==> src/rtl/alu_pkg.sv <==
// Shared definitions for the ALU sharing sequencer: op bit positions,
// sequencer states and the one-hot legality check on control words.
package alu_pkg;

    localparam int CTRL_W = 17;

    // Bit positions inside the one-hot ALU control word
    localparam int ADD  = 0;
    localparam int SUB  = 1;
    localparam int SLT  = 2;
    localparam int SLTU = 3;
    localparam int AND  = 4;
    localparam int OR   = 5;
    localparam int XOR  = 6;
    localparam int SLL  = 7;
    localparam int SRL  = 8;
    localparam int SRA  = 9;
    localparam int BEQ  = 10;
    localparam int BNE  = 11;
    localparam int BLT  = 12;
    localparam int BGE  = 13;
    localparam int BLTU = 14;
    localparam int BGEU = 15;
    localparam int LUI  = 16;

    typedef enum logic [1:0] {
        IDLE,
        EXEC,
        RESP
    } ctrlState_e;

    function automatic logic is_onehot(input logic [CTRL_W-1:0] w);
        return (w != '0) && ((w & (w - CTRL_W'(1))) == '0);
    endfunction

endpackage

==> src/rtl/alu_share_ctrl_if.sv <==
// Requester-side request/response bundle of the ALU sharing sequencer.
// Requesters use the master modport; the sequencer uses the slave modport.
interface alu_share_ctrl_if #(
    parameter int NUM_REQ = 2,
    parameter int DATA_W  = 32,
    parameter int CTRL_W  = 17
);
    logic [NUM_REQ-1:0]        req_valid;
    logic [NUM_REQ-1:0]        req_ready;
    logic [NUM_REQ*CTRL_W-1:0] req_ctrl;
    logic [NUM_REQ*DATA_W-1:0] req_a;
    logic [NUM_REQ*DATA_W-1:0] req_b;
    logic [NUM_REQ-1:0]        resp_valid;
    logic [NUM_REQ-1:0]        resp_ready;
    logic [DATA_W-1:0]         resp_result;
    logic                      resp_zero;
    logic                      resp_err;

    modport master (
        output req_valid, req_ctrl, req_a, req_b, resp_ready,
        input  req_ready, resp_valid, resp_result, resp_zero, resp_err
    );

    modport slave (
        input  req_valid, req_ctrl, req_a, req_b, resp_ready,
        output req_ready, resp_valid, resp_result, resp_zero, resp_err
    );
endinterface

==> src/rtl/alu_share_ctrl_rr_arbiter.sv <==
// Combinational round-robin arbiter: the search starts one position after
// the previous winner and wraps, so every requester eventually wins.
module rr_arbiter #(
    parameter int NUM_REQ = 2,
    parameter int IDX_W   = (NUM_REQ > 1) ? $clog2(NUM_REQ) : 1
) (
    input  logic [NUM_REQ-1:0] req,
    input  logic [IDX_W-1:0]   last_grant,
    output logic [NUM_REQ-1:0] grant,
    output logic [IDX_W-1:0]   grant_idx
);

    always_comb begin
        logic found;
        int   idx;
        grant     = '0;
        grant_idx = '0;
        found     = 1'b0;
        idx       = 0;
        for (int off = 1; off <= NUM_REQ; off++) begin
            idx = (int'(last_grant) + off) % NUM_REQ;
            if (!found && req[IDX_W'(idx)]) begin
                found                = 1'b1;
                grant[IDX_W'(idx)]   = 1'b1;
                grant_idx            = IDX_W'(idx);
            end
        end
    end

endmodule

==> src/rtl/alu_share_ctrl.sv <==
// Shares one combinational ALU between several requesters: grant one request
// round-robin, drive the ALU for a single cycle, hold the result until taken.
module alu_share_ctrl
    import alu_pkg::*;
#(
    parameter int NUM_REQ = 2,
    parameter int DATA_W  = 32,
    parameter int CTRL_W  = 17
) (
    input  logic               clk,
    input  logic               rst,
    alu_share_ctrl_if.slave    bus,
    output logic [CTRL_W-1:0]  alu_ctrl,
    output logic [DATA_W-1:0]  alu_data1,
    output logic [DATA_W-1:0]  alu_data2,
    input  logic [DATA_W-1:0]  alu_result,
    input  logic               alu_zero
);

    localparam int IDX_W = (NUM_REQ > 1) ? $clog2(NUM_REQ) : 1;

    ctrlState_e         state, stateNext;
    logic [IDX_W-1:0]   lastGrant, ownerIdx, grantIdx;
    logic [NUM_REQ-1:0] grant;
    logic               accept, illegal;
    logic [CTRL_W-1:0]  issueCtrl;
    logic [DATA_W-1:0]  issueA, issueB;
    logic [DATA_W-1:0]  respResult;
    logic               respZero, respErr;

    rr_arbiter #(.NUM_REQ(NUM_REQ), .IDX_W(IDX_W)) arbiter (
        .req        (bus.req_valid),
        .last_grant (lastGrant),
        .grant      (grant),
        .grant_idx  (grantIdx)
    );

    assign illegal = !is_onehot(issueCtrl);

    always_comb begin
        stateNext      = state;
        accept         = 1'b0;
        bus.req_ready  = '0;
        bus.resp_valid = '0;
        alu_ctrl       = '0;
        alu_data1      = '0;
        alu_data2      = '0;
        case (state)
            IDLE: begin
                // No grant while reset is asserted, even though state is IDLE
                if (!rst && (|bus.req_valid)) begin
                    accept        = 1'b1;
                    bus.req_ready = grant;
                    stateNext     = EXEC;
                end
            end
            EXEC: begin
                alu_ctrl  = illegal ? '0 : issueCtrl;
                alu_data1 = issueA;
                alu_data2 = issueB;
                stateNext = RESP;
            end
            RESP: begin
                bus.resp_valid[ownerIdx] = 1'b1;
                if (bus.resp_ready[ownerIdx]) begin
                    stateNext = IDLE;
                end
            end
            default: stateNext = IDLE;
        endcase
    end

    always_ff @(posedge clk) begin
        if (rst) begin
            state     <= IDLE;
            lastGrant <= IDX_W'(NUM_REQ - 1);
            ownerIdx  <= '0;
        end else begin
            state <= stateNext;
            if (accept) begin
                lastGrant <= grantIdx;
                ownerIdx  <= grantIdx;
            end
        end
    end

    // Issue registers only matter while EXEC gates them onto the ALU
    always_ff @(posedge clk) begin
        if (accept) begin
            issueCtrl <= bus.req_ctrl[int'(grantIdx)*CTRL_W +: CTRL_W];
            issueA    <= bus.req_a[int'(grantIdx)*DATA_W +: DATA_W];
            issueB    <= bus.req_b[int'(grantIdx)*DATA_W +: DATA_W];
        end
    end

    always_ff @(posedge clk) begin
        if (rst) begin
            respResult <= '0;
            respZero   <= 1'b0;
            respErr    <= 1'b0;
        end else if (state == EXEC) begin
            respResult <= illegal ? '0 : alu_result;
            respZero   <= illegal ? 1'b0 : alu_zero;
            respErr    <= illegal;
        end
    end

    assign bus.resp_result = respResult;
    assign bus.resp_zero   = respZero;
    assign bus.resp_err    = respErr;

endmodule

==> src/flat_wrapper.sv <==
// flat-port wrapper written by rule: the top's interface ports become plain ports
module alu_share_ctrl_flat import alu_pkg::*;
#(
    parameter int NUM_REQ = 2,
    parameter int DATA_W  = 32,
    parameter int CTRL_W  = 17
)
  (clk, rst, alu_ctrl, alu_data1, alu_data2, alu_result, alu_zero, bus_req_valid, bus_req_ctrl, bus_req_a, bus_req_b, bus_resp_ready, bus_req_ready, bus_resp_valid, bus_resp_result, bus_resp_zero, bus_resp_err);
  alu_share_ctrl_if #(.NUM_REQ(NUM_REQ), .DATA_W(DATA_W), .CTRL_W(CTRL_W)) bus_i ();
  input  logic clk;
  input  logic rst;
  output logic [CTRL_W-1:0] alu_ctrl;
  output logic [DATA_W-1:0] alu_data1;
  output logic [DATA_W-1:0] alu_data2;
  input  logic [DATA_W-1:0] alu_result;
  input  logic alu_zero;
  input wire logic [$bits(bus_i.req_valid)-1:0] bus_req_valid;
  input wire logic [$bits(bus_i.req_ctrl)-1:0] bus_req_ctrl;
  input wire logic [$bits(bus_i.req_a)-1:0] bus_req_a;
  input wire logic [$bits(bus_i.req_b)-1:0] bus_req_b;
  input wire logic [$bits(bus_i.resp_ready)-1:0] bus_resp_ready;
  output wire logic [$bits(bus_i.req_ready)-1:0] bus_req_ready;
  output wire logic [$bits(bus_i.resp_valid)-1:0] bus_resp_valid;
  output wire logic [$bits(bus_i.resp_result)-1:0] bus_resp_result;
  output wire logic [$bits(bus_i.resp_zero)-1:0] bus_resp_zero;
  output wire logic [$bits(bus_i.resp_err)-1:0] bus_resp_err;
  assign bus_i.req_valid = bus_req_valid;
  assign bus_i.req_ctrl = bus_req_ctrl;
  assign bus_i.req_a = bus_req_a;
  assign bus_i.req_b = bus_req_b;
  assign bus_i.resp_ready = bus_resp_ready;
  assign bus_req_ready = bus_i.req_ready;
  assign bus_resp_valid = bus_i.resp_valid;
  assign bus_resp_result = bus_i.resp_result;
  assign bus_resp_zero = bus_i.resp_zero;
  assign bus_resp_err = bus_i.resp_err;
  alu_share_ctrl #(.NUM_REQ(NUM_REQ), .DATA_W(DATA_W), .CTRL_W(CTRL_W)) u_core (.clk(clk), .rst(rst), .bus(bus_i), .alu_ctrl(alu_ctrl), .alu_data1(alu_data1), .alu_data2(alu_data2), .alu_result(alu_result), .alu_zero(alu_zero));
endmodule
==> config.mk <==
export PLATFORM = sky130hd
export DESIGN_NAME = alu_share_ctrl_flat
export DESIGN_NICKNAME = d
export VERILOG_FILES = /design/src/rtl/alu_pkg.sv /design/src/rtl/alu_share_ctrl_if.sv /design/src/rtl/alu_share_ctrl_rr_arbiter.sv /design/src/rtl/alu_share_ctrl.sv /design/src/flat_wrapper.sv
export SDC_FILE = /design/constraint.sdc
export NUM_CORES = 1
export LEC_CHECK = 0
export ABC_AREA = 1
export CAP_MARGIN = 20
export CORE_ASPECT_RATIO = 0.9
export CORE_MARGIN = 1.5
export CORE_UTILIZATION = 40
export CTS_CLUSTER_SIZE = 14
export DETAILED_ROUTE_END_ITERATION = 12
export PLACE_DENSITY_LB_ADDON = 0.12
export SLEW_MARGIN = 20
export SYNTH_ARGS = -nofsm -noshare
export SYNTH_HDL_FRONTEND = slang
export SYNTH_SLANG_ARGS = --single-unit
export TNS_END_PERCENT = 5
==> constraint.sdc <==
create_clock -name clk -period 21.7 [get_ports clk]
set_input_delay 5.425 -clock clk [delete_from_list [all_inputs] [get_ports clk]]
set_output_delay 5.425 -clock clk [all_outputs]
set_load 0.02 [all_outputs]
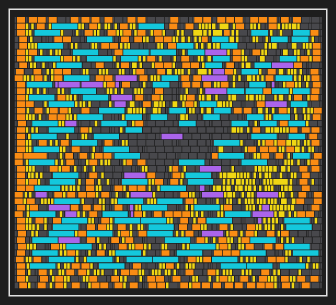
(images/class_map.png)
Fill, decap, tap and diode cells in gray.
- cyan: sequential cells (cells 119; share of their area 33%)
- purple: clock drivers and dummy loads (cells 32; share of their area 6.1%)
- orange: remaining buffers and delay cells (cells 324; share of their area 33%)
- yellow: remaining logic cells (cells 679; share of their area 28%)
cell row count: 42
Final Instance Area: 0.0100 sq mm
sequential share of cell area: 31.9%
core box area: 0.0148 sq mm
Final Core Density: 67.8%

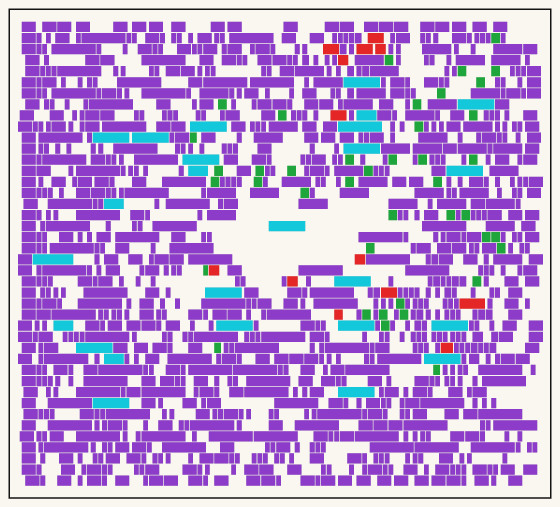
(images/sizing.png)
- green: x2 (cells 41)
- purple: x1 and smaller (cells 1,075)
- red: x3 and x4 (cells 13)
- cyan: x6 and larger (cells 25)
Plain + repair buffers: 324
setup ws final: 9.17 ns
area delta synth->final: 65.2%

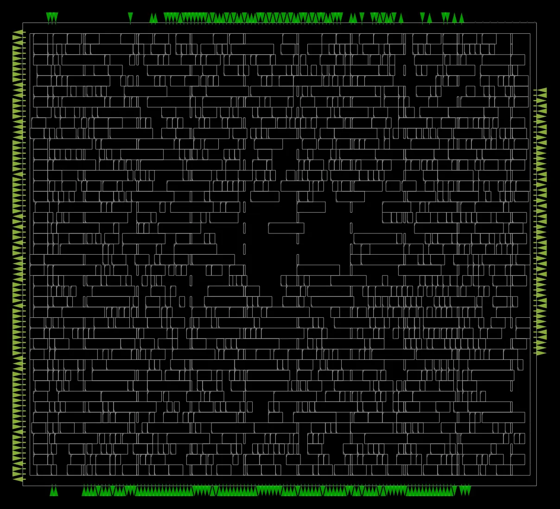
(images/placed.png)
fillers: 1,264
fin cells: 1,354
TAP cells: 198
Seq cells: 119

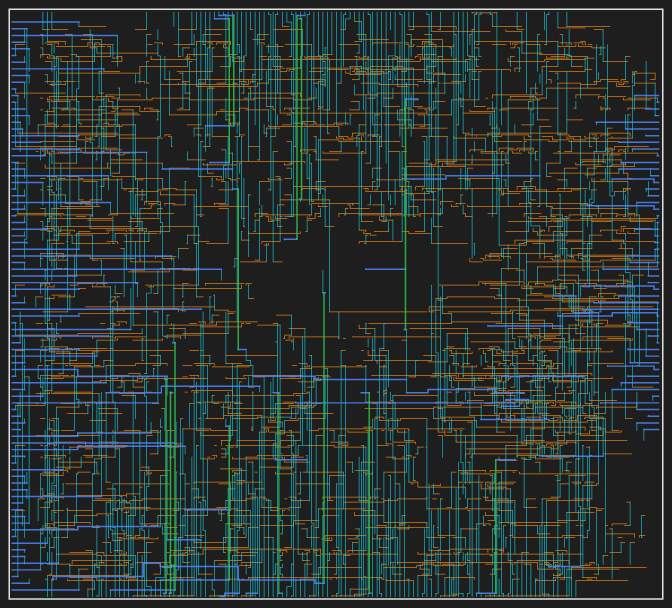
(images/layers.png)
- green: M4 (wire length 547 microns)
- blue: M3 (wire length 1,530 microns)
- orange: M1 (wire length 6,910 microns)
- cyan: M2 (wire length 9,090 microns)
drt total wl: 18.1 mm
global-route usage over all layers: 23.5%
total number of vias: 5,881

==> impl_metrics.json <==
{
  "outcome": "finished, final reports clean",
  "slowest_stage": "clkdlybuf4s50_1",
  "criticalPathCategory": "in2out",
  "wl_per_cell_microns": 13.3,
  "top_area_cell": "edfxtp_1",
  "placed_area_sq_mm": 0.00939,
  "p_leak_uw": 0.00444,
  "power_density_mw_per_mm2": 69.8,
  "required_ns": 16.27,
  "drive_above_1_share_pct": 6.85,
  "grt_max_degree": 84,
  "grt_overflow_total": 0,
  "clock.fmax_ghz": 0.0798,
  "final_nets": 1342,
  "path_cells": "clkdlybuf4s50_1 > inv_1 > o21ai_0 > nor2_4 > inv_1 > nor2_1 > clkdlybuf4s50_1",
  "clock_latency_ns": 0.41,
  "yosys_area_sq_mm": 0.00606,
  "fin_tns_setup_ns": 0,
  "arrival_ns": 7.11,
  "synth_area_sq_mm": 0.00606,
  "drc_errors": 0,
  "gp_congestion": 0.836,
  "firstDrtPassIters": 4,
  "rrSetupSlack_ns": 19.48,
  "hold_path.class": "reg2reg",
  "ant_nets": 0,
  "ys_cells": 835,
  "edf_count": 81,
  "comb_area_sq_mm": 0.00228,
  "syn_inst": 835,
  "fin_crit_sh_pct": 57.7,
  "tightest_slew_ns": 0.906,
  "warnings": 26,
  "chip_area_sq_mm": 0.0159,
  "numPortBuffers": 318,
  "start_kind": "input pin",
  "rsz0062_at_grt": "no",
  "flop_cell": "edfxtp_1",
  "cts_resized": 0,
  "drtIter0Drc": 308,
  "dp_cells": 1319,
  "critPathTopFamily": "buffers and inverters",
  "drv_cap": 0,
  "vias_per_cell": 4.34,
  "power_uw": 699,
  "ys_top_cells_by_count": "nand2_1, inv_1, nor2_1, edfxtp_1, dfxtp_1",
  "dp_hpwl_mm": 12.8,
  "synth_nets": 1036,
  "cp_max_fo": 5,
  "cts_buffer_depth": 2,
  "endpoint_kind": "primary output",
  "final-seq-area_sq_mm": 0.00319,
  "grt_pass1_vias": 5729,
  "synth_warnings": 0,
  "ios": 320,
  "grt_pass1_wl_mm": 28.7,
  "peakVddDrop_mv": 0.0545,
  "slew_viol_final": 0,
  "fin_skew_ns": 0.00795,
  "cts.sinks": 119,
  "finalSetupViolCount": 0,
  "die_width_microns": 133,
  "min_period_ns": 12.53,
  "whs_ns": 0.492,
  "area_leaders": "edfxtp_1, nand2_1, dfxtp_1",
  "final_common_cell": "nand2_1",
  "ys_types": 22,
  "post_cts_buffers": 0,
  "fp_util_pct": 41.0,
  "ys_seq_share_pct": 52.7,
  "slew_headroom_pct": 39.6,
  "cts_tree": "done",
  "top_cell_area_share_pct": 40.1,
  "crit_path_max_incr_delay_ns": 0.61,
  "most_common_cell": "nand2_1",
  "clk_pin_slew_worst_paths_ns": 0.05,
  "syn_avg_cell_area_sq_um": 7.26,
  "cp_num_buf_inv": 4,
  "numCtsBuffers": 17,
  "synth_flops": 119,
  "cts-htree-levels": 4,
  "antenna_found_initial": 2,
  "root_buffer": "clkbuf_16",
  "preCtsSetupSlack_ns": 9.19,
  "hold_viol": 0,
  "cts_hold_buf": 0
}
[area by class of cell]
cell class	count	area share, %
clock buffers	26	5.30
clock inverters	6	0.600
multi-input cells	560	22.8
diodes	2	0.0500
inverters	119	4.46
repair buffers	324	32.5
flip-flops and latches	119	31.9
well taps	198	2.48
[layer usage]
metal	wire length (microns)	track usage, %	vias up	share of wire (%)
met5	0	0	-	0
met4	547	11.0	0	3.0
met3	1530	8.37	30	8.5
met2	9090	41.6	214	50
met1	6910	25.0	2553	38
li1	-	-	3084	-
[worst register-to-register path, cell delays in order (launching register included)]
cell and delay [ns]:
edfxtp_1 0.46, nor2_4 0.21, nand3_1 0.18, o21bai_1 0.18, nand3_1 0.12, nor2_2 0.14
nand3_4 0.21, nand2_2 0.18, nand2_4 0.30, nor2_2 0.20
[flip-flops by register name (all words and copies together) (netlist names)]
name,flops
u_core.issueCtrl,17
u_core.issueA,32
u_core.bus.resp_result,32
u_core.bus.resp_err,1
u_core.state,2
u_core.bus.resp_zero,1
u_core.ownerIdx,1
u_core.issueB,32
u_core.lastGrant,1
[logic make-up after synthesis]
| logic type | synth area share, % |
|---|---|
| AOI/OAI and AO/OA | 0.743 |
| DFF | 52.7 |
| other | 0.0619 |
| buffers and inverters | 10.1 |
| and+or+nand+nor | 36.4 |
[worst paths after layout]
path                        from                    endpoint  depth (start not counted)
max                          rst            bus_req_ready[0]                          7
min          u_core.bus.resp_err         u_core.bus.resp_err                          2
max reg2reg  u_core.issueCtrl[1]  u_core.bus.resp_result[17]                          9
min reg2reg  u_core.bus.resp_err         u_core.bus.resp_err                          2
[power breakdown]
part / internal, uW / switching, uW
Combinational: 71.1 / 78.2
Sequential: 265 / 7.62
Clock: 179 / 97.4
